Metal 3:
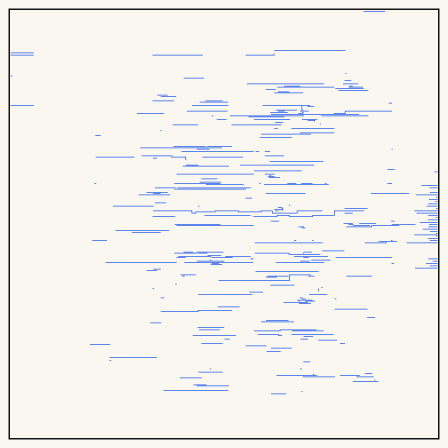
I/O pins on the die edge:
Pins as bars across the die edge, other pins in grey.
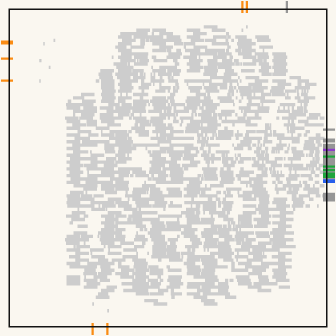
Routed metal, one colour a layer:
Only two layers are drawn.
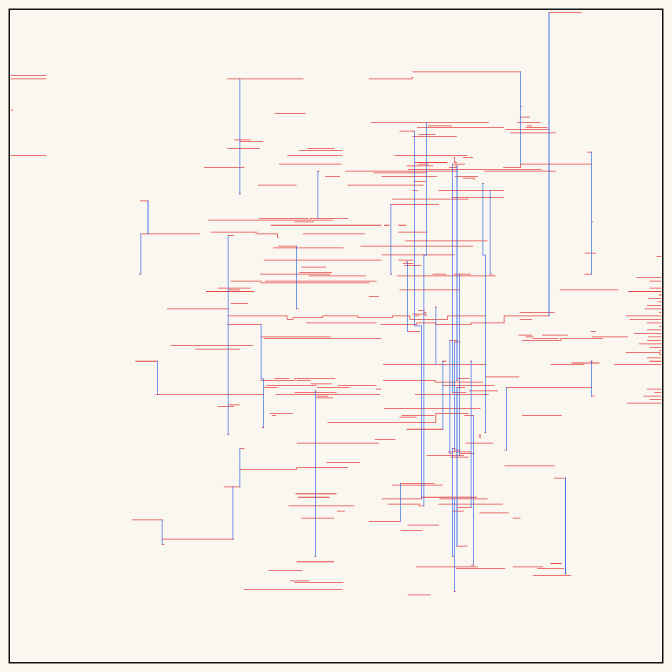
$ cat src/rtl/yakirouter_pkg.sv
// Shared types for the YakiRouter packet transmitter: widths, header layout,
// FSM state encoding and the running parity helper.
package yakirouter_pkg;

    localparam int DATA_W    = 8;
    localparam int LEN_W     = DATA_W - 2;
    localparam int DEST_W    = 2;
    localparam int BUF_DEPTH = (1 << LEN_W) - 1;

    typedef struct packed {
        logic [LEN_W-1:0]  len;
        logic [DEST_W-1:0] dest;
    } header_t;

    typedef enum logic [2:0] {
        IDLE = 3'd0,
        LOAD = 3'd1,
        WAIT = 3'd2,
        HDR  = 3'd3,
        PAY  = 3'd4,
        PAR  = 3'd5,
        GAP  = 3'd6
    } tx_state_t;

    function automatic logic [DATA_W-1:0] calc_parity(input logic [DATA_W-1:0] acc,
                                                      input logic [DATA_W-1:0] data);
        return acc ^ data;
    endfunction

endpackage

$ cat src/rtl/yakirouter_pkt_tx_if.sv
// Host request/payload handshakes plus the router-facing channel of one transmitter.
// Handshakes: a transfer happens on a rising clock edge where vld and rdy are both 1; the
// host holds vld and its data stable until then, and rdy never depends on vld in the same cycle.
interface yakirouter_pkt_tx_if;
    import yakirouter_pkg::*;

    logic              i_req_vld;
    logic              o_req_rdy;
    logic [DEST_W-1:0] i_req_dest;
    logic [LEN_W-1:0]  i_req_len;
    logic              i_pl_vld;
    logic [DATA_W-1:0] i_pl_data;
    logic              o_pl_rdy;
    logic              o_ch_en;
    logic [DATA_W-1:0] o_data;
    logic              i_busy;
    logic              i_error;
    logic              o_done;
    logic              o_req_err;
    logic              o_timeout;
    logic              o_err_seen;

    modport master (
        output i_req_vld, i_req_dest, i_req_len, i_pl_vld, i_pl_data, i_busy, i_error,
        input  o_req_rdy, o_pl_rdy, o_ch_en, o_data, o_done, o_req_err, o_timeout, o_err_seen
    );

    modport slave (
        input  i_req_vld, i_req_dest, i_req_len, i_pl_vld, i_pl_data, i_busy, i_error,
        output o_req_rdy, o_pl_rdy, o_ch_en, o_data, o_done, o_req_err, o_timeout, o_err_seen
    );

endinterface

$ cat src/rtl/yakirouter_pl_buf.sv
// Payload store for one packet: written in arrival order, read back in the same order.
// Pointers restart from zero on flush; a packet never exceeds the depth, so no wrap.
module yakirouter_pl_buf
    import yakirouter_pkg::*;
(
    input  logic              clk,
    input  logic              rst_n,
    input  logic              flush,
    input  logic              wr_en,
    input  logic [DATA_W-1:0] wr_data,
    input  logic              rd_en,
    output logic [DATA_W-1:0] rd_data,
    output logic [LEN_W-1:0]  wr_ptr,
    output logic [LEN_W-1:0]  rd_ptr
);

    logic [DATA_W-1:0] mem [BUF_DEPTH];

    always_ff @(posedge clk) begin
        if (wr_en) begin
            mem[wr_ptr] <= wr_data;
        end
    end

    always_ff @(posedge clk or negedge rst_n) begin
        if (!rst_n) begin
            wr_ptr <= '0;
            rd_ptr <= '0;
        end else if (flush) begin
            wr_ptr <= '0;
            rd_ptr <= '0;
        end else begin
            if (wr_en) wr_ptr <= wr_ptr + LEN_W'(1);
            if (rd_en) rd_ptr <= rd_ptr + LEN_W'(1);
        end
    end

    // Combinational read so the byte can be registered onto o_data in the same cycle.
    assign rd_data = mem[rd_ptr];

endmodule

$ cat src/rtl/yakirouter_pkt_tx.sv
// Buffers one host packet, then streams header, payload and parity into a router input
// channel once the router is not busy. Every output is registered from the next state.
module yakirouter_pkt_tx
    import yakirouter_pkg::*;
#(
    parameter int BUSY_TIMEOUT = 255
) (
    input  logic               i_clk,
    input  logic               i_rstn,
    yakirouter_pkt_tx_if.slave tx,
    output tx_state_t          dbg_state
);

    localparam int              TMR_W    = $clog2(BUSY_TIMEOUT + 1);
    localparam logic [TMR_W-1:0] TMR_LAST = TMR_W'(BUSY_TIMEOUT - 1);

    tx_state_t         state, state_next;
    header_t           hdr;
    logic [DATA_W-1:0] parity_acc;
    logic [TMR_W-1:0]  timer;
    logic              req_acc, pl_acc, wr_en, rd_en, flush, tmo_hit;
    logic [DATA_W-1:0] rd_data;
    logic [LEN_W-1:0]  wr_ptr, rd_ptr;
    logic              req_rdy_d, pl_rdy_d, ch_en_d, done_d, req_err_d, timeout_d;
    logic [DATA_W-1:0] data_d;

    assign req_acc   = tx.i_req_vld & tx.o_req_rdy;
    assign pl_acc    = tx.i_pl_vld & tx.o_pl_rdy;
    assign tmo_hit   = (state == WAIT) & tx.i_busy & (timer == TMR_LAST);
    assign wr_en     = (state == LOAD) & pl_acc;
    assign rd_en     = (state_next == PAY);
    assign flush     = req_acc | tmo_hit;
    assign dbg_state = state;

    yakirouter_pl_buf u_buf (
        .clk     (i_clk),
        .rst_n   (i_rstn),
        .flush   (flush),
        .wr_en   (wr_en),
        .wr_data (tx.i_pl_data),
        .rd_en   (rd_en),
        .rd_data (rd_data),
        .wr_ptr  (wr_ptr),
        .rd_ptr  (rd_ptr)
    );

    always_ff @(posedge i_clk or negedge i_rstn) begin
        if (!i_rstn) state <= IDLE;
        else         state <= state_next;
    end

    always_comb begin
        state_next = state;
        case (state)
            IDLE: if (req_acc && tx.i_req_len != '0) state_next = LOAD;
            LOAD: if (pl_acc && wr_ptr == hdr.len - LEN_W'(1)) state_next = WAIT;
            WAIT: begin
                if (!tx.i_busy)   state_next = HDR;
                else if (tmo_hit) state_next = IDLE;
            end
            HDR:  state_next = PAY;
            // rd_ptr has already advanced past the byte currently on o_data.
            PAY:  if (rd_ptr == hdr.len) state_next = PAR;
            PAR:  state_next = GAP;
            GAP:  state_next = IDLE;
            default: state_next = IDLE;
        endcase
    end

    always_comb begin
        req_rdy_d = (state_next == IDLE);
        pl_rdy_d  = (state_next == LOAD);
        ch_en_d   = (state_next == HDR) || (state_next == PAY) || (state_next == PAR);
        done_d    = (state_next == PAR);
        req_err_d = (state == IDLE) && req_acc && (tx.i_req_len == '0);
        timeout_d = tmo_hit;
        data_d    = '0;
        case (state_next)
            HDR:     data_d = hdr;
            PAY:     data_d = rd_data;
            PAR:     data_d = parity_acc;
            default: data_d = '0;
        endcase
    end

    always_ff @(posedge i_clk or negedge i_rstn) begin
        if (!i_rstn) begin
            tx.o_req_rdy <= 1'b0;
            tx.o_pl_rdy  <= 1'b0;
            tx.o_ch_en   <= 1'b0;
            tx.o_data    <= '0;
            tx.o_done    <= 1'b0;
            tx.o_req_err <= 1'b0;
            tx.o_timeout <= 1'b0;
        end else begin
            tx.o_req_rdy <= req_rdy_d;
            tx.o_pl_rdy  <= pl_rdy_d;
            tx.o_ch_en   <= ch_en_d;
            tx.o_data    <= data_d;
            tx.o_done    <= done_d;
            tx.o_req_err <= req_err_d;
            tx.o_timeout <= timeout_d;
        end
    end

    always_ff @(posedge i_clk or negedge i_rstn) begin
        if (!i_rstn) begin
            hdr           <= '0;
            parity_acc    <= '0;
            timer         <= '0;
            tx.o_err_seen <= 1'b0;
        end else begin
            if (req_acc) begin
                hdr        <= '{len: tx.i_req_len, dest: tx.i_req_dest};
                parity_acc <= {tx.i_req_len, tx.i_req_dest};
            end else if (wr_en) begin
                parity_acc <= calc_parity(parity_acc, tx.i_pl_data);
            end

            if (state == WAIT) timer <= timer + TMR_W'(1);
            else               timer <= '0;

            // Router errors are only recorded while this channel is actually driving it.
            if (req_acc) begin
                tx.o_err_seen <= 1'b0;
            end else if (tx.i_error && (state == HDR || state == PAY || state == PAR)) begin
                tx.o_err_seen <= 1'b1;
            end
        end
    end

endmodule
$ cat src/flat_wrapper.sv
// flat-port wrapper written by rule: the top's interface ports become plain ports
module yakirouter_pkt_tx_flat import yakirouter_pkg::*;
#(
    parameter int BUSY_TIMEOUT = 255
)
  (i_clk, i_rstn, dbg_state, tx_i_req_vld, tx_i_req_dest, tx_i_req_len, tx_i_pl_vld, tx_i_pl_data, tx_i_busy, tx_i_error, tx_o_req_rdy, tx_o_pl_rdy, tx_o_ch_en, tx_o_data, tx_o_done, tx_o_req_err, tx_o_timeout, tx_o_err_seen);
  yakirouter_pkt_tx_if tx_i ();
  input  logic i_clk;
  input  logic i_rstn;
  output tx_state_t dbg_state;
  input wire logic [$bits(tx_i.i_req_vld)-1:0] tx_i_req_vld;
  input wire logic [$bits(tx_i.i_req_dest)-1:0] tx_i_req_dest;
  input wire logic [$bits(tx_i.i_req_len)-1:0] tx_i_req_len;
  input wire logic [$bits(tx_i.i_pl_vld)-1:0] tx_i_pl_vld;
  input wire logic [$bits(tx_i.i_pl_data)-1:0] tx_i_pl_data;
  input wire logic [$bits(tx_i.i_busy)-1:0] tx_i_busy;
  input wire logic [$bits(tx_i.i_error)-1:0] tx_i_error;
  output wire logic [$bits(tx_i.o_req_rdy)-1:0] tx_o_req_rdy;
  output wire logic [$bits(tx_i.o_pl_rdy)-1:0] tx_o_pl_rdy;
  output wire logic [$bits(tx_i.o_ch_en)-1:0] tx_o_ch_en;
  output wire logic [$bits(tx_i.o_data)-1:0] tx_o_data;
  output wire logic [$bits(tx_i.o_done)-1:0] tx_o_done;
  output wire logic [$bits(tx_i.o_req_err)-1:0] tx_o_req_err;
  output wire logic [$bits(tx_i.o_timeout)-1:0] tx_o_timeout;
  output wire logic [$bits(tx_i.o_err_seen)-1:0] tx_o_err_seen;
  assign tx_i.i_req_vld = tx_i_req_vld;
  assign tx_i.i_req_dest = tx_i_req_dest;
  assign tx_i.i_req_len = tx_i_req_len;
  assign tx_i.i_pl_vld = tx_i_pl_vld;
  assign tx_i.i_pl_data = tx_i_pl_data;
  assign tx_i.i_busy = tx_i_busy;
  assign tx_i.i_error = tx_i_error;
  assign tx_o_req_rdy = tx_i.o_req_rdy;
  assign tx_o_pl_rdy = tx_i.o_pl_rdy;
  assign tx_o_ch_en = tx_i.o_ch_en;
  assign tx_o_data = tx_i.o_data;
  assign tx_o_done = tx_i.o_done;
  assign tx_o_req_err = tx_i.o_req_err;
  assign tx_o_timeout = tx_i.o_timeout;
  assign tx_o_err_seen = tx_i.o_err_seen;
  yakirouter_pkt_tx #(.BUSY_TIMEOUT(BUSY_TIMEOUT)) u_core (.i_clk(i_clk), .i_rstn(i_rstn), .tx(tx_i), .dbg_state(dbg_state));
endmodule
$ cat config.mk
export PLATFORM = sky130hd
export DESIGN_NAME = yakirouter_pkt_tx_flat
export DESIGN_NICKNAME = d
export VERILOG_FILES = /design/src/rtl/yakirouter_pkg.sv /design/src/rtl/yakirouter_pkt_tx_if.sv /design/src/rtl/yakirouter_pl_buf.sv /design/src/rtl/yakirouter_pkt_tx.sv /design/src/flat_wrapper.sv
export SDC_FILE = /design/constraint.sdc
export NUM_CORES = 1
export LEC_CHECK = 0
export ABC_CLOCK_PERIOD_IN_PS = 5700
export CORE_UTILIZATION = 35
export DETAILED_ROUTE_END_ITERATION = 10
export RECOVER_POWER = 25
export SLEW_MARGIN = 25
export SYNTH_ARGS = -nofsm -noshare
export SYNTH_HDL_FRONTEND = slang
export SYNTH_SLANG_ARGS = --single-unit
$ cat constraint.sdc
create_clock -name i_clk -period 5.7 [get_ports i_clk]
set_input_delay 0.855 -clock i_clk [delete_from_list [all_inputs] [get_ports i_clk]]
set_output_delay 0.855 -clock i_clk [all_outputs]
set_load 0.05 [all_outputs]
==> out/qor.csv <==
stage,metric,value,unit
run_status,status,finished with violations,
run_status,violations,"capacitance limit, slew limit",
finish,fillCellCount,5654,
finish,largest_class,flip-flops and latches,
finish,nClkBuffers,62,
global_route,grtUsageTotal,0.171,
worst_setup_path,worstSetupEndpoint,u_core.u_buf.mem[8][7],
worst_setup_path,worstSetupPathType,input pin to flop,
floorplan,fp_util,0.354,
global_route,antenna_found_initial,0,
worst_setup_path,cpPeakStageDelay,2.54,ns
clocking,htree_levels,2,
logic_synthesis,synthFlopType,edfxtp_1,
route,wl_met1,23.9,mm
final_timing,setup_ws,2.09,ns
route,met2WireLength,24.9,mm
finish,buffers,58,
placed_design,place_inst,2086,
worst_setup_path,cp_top_family,buffers and inverters,
logic_synthesis,ys_warn_count,0,
finish,largest_reg_flops,504,
logic_synthesis,aoi_share,0.0436,
final_timing,worst_hold_slack,0.503,ns
clocking,cts_hold_buffers,0,
finish,instances_no_fill,2188,
worst_setup_path,reg2reg_from,u_core.u_buf.rd_ptr[1],
route,route.met3.wl,3.57,mm
final_timing,skew,0.0266,ns
finish,seq_cells,558,
pwr,p_comb_frac,0.164,
floorplan,taps,846,
logic_synthesis,yosys_area,22300,um^2
route,routed_wirelength,54.2,mm
final_timing,fin_crit_sh,0.633,
finish,inv_count,6,
logic_synthesis,adder_share,0.00281,
run,warnings,27,
logic_synthesis,synth_top_area_share,0.679,
logic_synthesis,mux_share,0.125,
finish,seqCellArea,16500,um^2
route,top_layer_used,met4,
global_route,use_met3,0.0240,
worst_setup_path,crit_start,tx_i_pl_data[7],
worst_setup_path,cp_max_fo,64,
pwr,seqPwrFrac,0.469,
logic_synthesis,synthCells,1254,
finish,comb_area,5410,um^2
finish,area_growth,13.9,%
pwr,p_clk_frac,0.367,
floorplan,die-height,254,um
run,cap_violations,6,
logic_synthesis,ys_seq_frac,0.740,
clocking,cts_buffers,55,
logic_synthesis,yosys_cells,1254,
worst_setup_path,crit_chain,clkbuf_1,
placed_design,placed_area,23500,um^2
clocking,ctsResizeCount,0,
finish,nets,1324,
route,drt-pass1-iter-count,5,
logic_synthesis,synth.cell_area,22300,um^2
placed_design,gp_congestion,0.886,
min_path,hold_depth,2,
final_timing,hold_violations,0,
logic_synthesis,top_area_cell,edfxtp_1,
worst_setup_path,critical_path_arrival,3.48,ns
logic_synthesis,synth-async-reset-ratio,0.0968,
worst_setup_path,critPathCaptureType,flop,
floorplan,row_count,92,
logic_synthesis,yosysMostFrequentCell,edfxtp_1,
min_path,hold_path.class,flop to flop,
final_timing,worst_pin_slew,3.68,ns
worst_setup_path,cp.required,5.57,ns
finish,diodes,0,
global_route,grt_max_degree,72,
floorplan,chipArea,64700,um^2
final_timing,rsz0062_at_grt,false,
global_route,grt_overflow,0,
pwr,power,10.3,mW
final_timing,fmax,0.277,GHz
finish,regMostFlops,u_core.u_buf.mem,
finish,seq-cell-share,0.650,
min_path,worstHoldStart,u_core.hdr[0],
logic_synthesis,synth_cell_type_count,56,
pwr,switching_share,0.269,
worst_setup_path,worstSetupStartpointType,input pin,
logic_synthesis,top_cells_by_area,"edfxtp_1, mux4_2, dfrtp_1, mux2i_1, nor2_1",
clocking,clkSinkCount,558,
finish,logic_gate_count,618,
placed_design,dpl.hpwl,33.9,mm
logic_synthesis,xor_area_frac,0.0142,
logic_synthesis,syn_area_per_cell,17.8,um^2
route,postRouteAntennaNets,0,
finish,clkCellAreaFrac,0.0751,
pwr,p_per_area,407,nW/um^2
final_timing,period_needed,3.61,ns
final_timing,slew_viol_final,284,
route,num_vias,11600,
floorplan,die_w,254,um
route,avgRoutedWirePerCell,24.8,um
final_timing,worst_slew_margin_rel,-1.45,
finish,area.share.combinational,0.213,
route,drt_iter0_markers,1169,
clocking,cts.path.max_buffers,3,
global_route,grt_pass1_vias,11700,
global_route,grt_util_met1,0.245,
clocking,cts.clk_slew.worst_paths,0.06,ns
worst_setup_path,crit_cells,1,
clocking,postCtsSetupRepairBufs,0,
clocking,cts_tree,built,
global_route,grt_pass1_wl,80.0,mm
placed_design,dp_worst_setup_slack,1.58,ns
global_route,use_met2,0.265,
floorplan,core,63000,um^2
finish,stdcell_area,25400,um^2
logic_synthesis,fp_nets,1281,
final_timing,fin_tns_setup,0,ns
route,drc_errors,0,
logic_synthesis,ys_top_logic_family,multiplexers,
finish,final_layout_size_suffix_gt1_frac,0.162,
finish,buffer_area_frac,0.0188,
worst_setup_path,rr_worst_depth,7,
floorplan,io_pins,40,
logic_synthesis,yosys-top-cells-count,"edfxtp_1, nor2_1, mux4_2, nand2_1, mux2i_1",
pwr,max-vdd-ir-drop,223,uV
finish,fin_util,0.403,
min_path,holdPathEnd,u_core.hdr[0],
logic_synthesis,yosys.area_share.simple,0.0571,
About 'metal 3':
main direction: horizontal
nets with wire on the layer: 169
longest straight run: 52.0 um
share of all routed wire: 6.6%

About 'I/O pins on the die edge':
[`tx_i_req_len`] green | pins: 6 | direction: input | edge: right
[`tx_i_req_dest`] blue | pins: 2 | direction: input | edge: right
[`tx_o_pl_rdy`] purple | pins: 1 | direction: output | edge: right
[`tx_i_pl_data`] orange | pins: 8 | direction: input | edge: 4 left, 2 top, 2 bottom
all pins by edge: 31 right, 4 left, 3 top, 2 bottom

About 'routed metal, one colour a layer':
[metal 4] blue | wire length: 1770 um
[metal 3] red | wire length: 3570 um

==> cell usage in the layout (no fill, tap or decap), types with 17 or more instances in the layout <==
cell type,netlist,layout
nor2b_1,17,17
a211oi_1,17,17
edfxtp_1,504,504
a21oi_1,22,22
o21ai_0,26,26
xor2_1,27,27
mux2i_1,63,63
clkdlybuf4s50_1,0,29
nor2_1,107,107
mux4_2,95,95
nand3_1,29,29
a22oi_1,19,19
nand2_1,68,68
dfrtp_1,54,49
clkbuf_16,0,55
==> power by group through the flow <==
stage	logic, mW	registers [mW]	clock network (mW)
final	1.69	4.84	3.79
after global routing	1.81	4.87	3.98
after CTS	1.70	4.84	3.84
after detailed placement	1.69	4.92	0
after global placement	1.67	4.91	0
after floorplan	1.20	4.88	0
Power figures rest on the tool's default switching activity, not on a simulated workload.
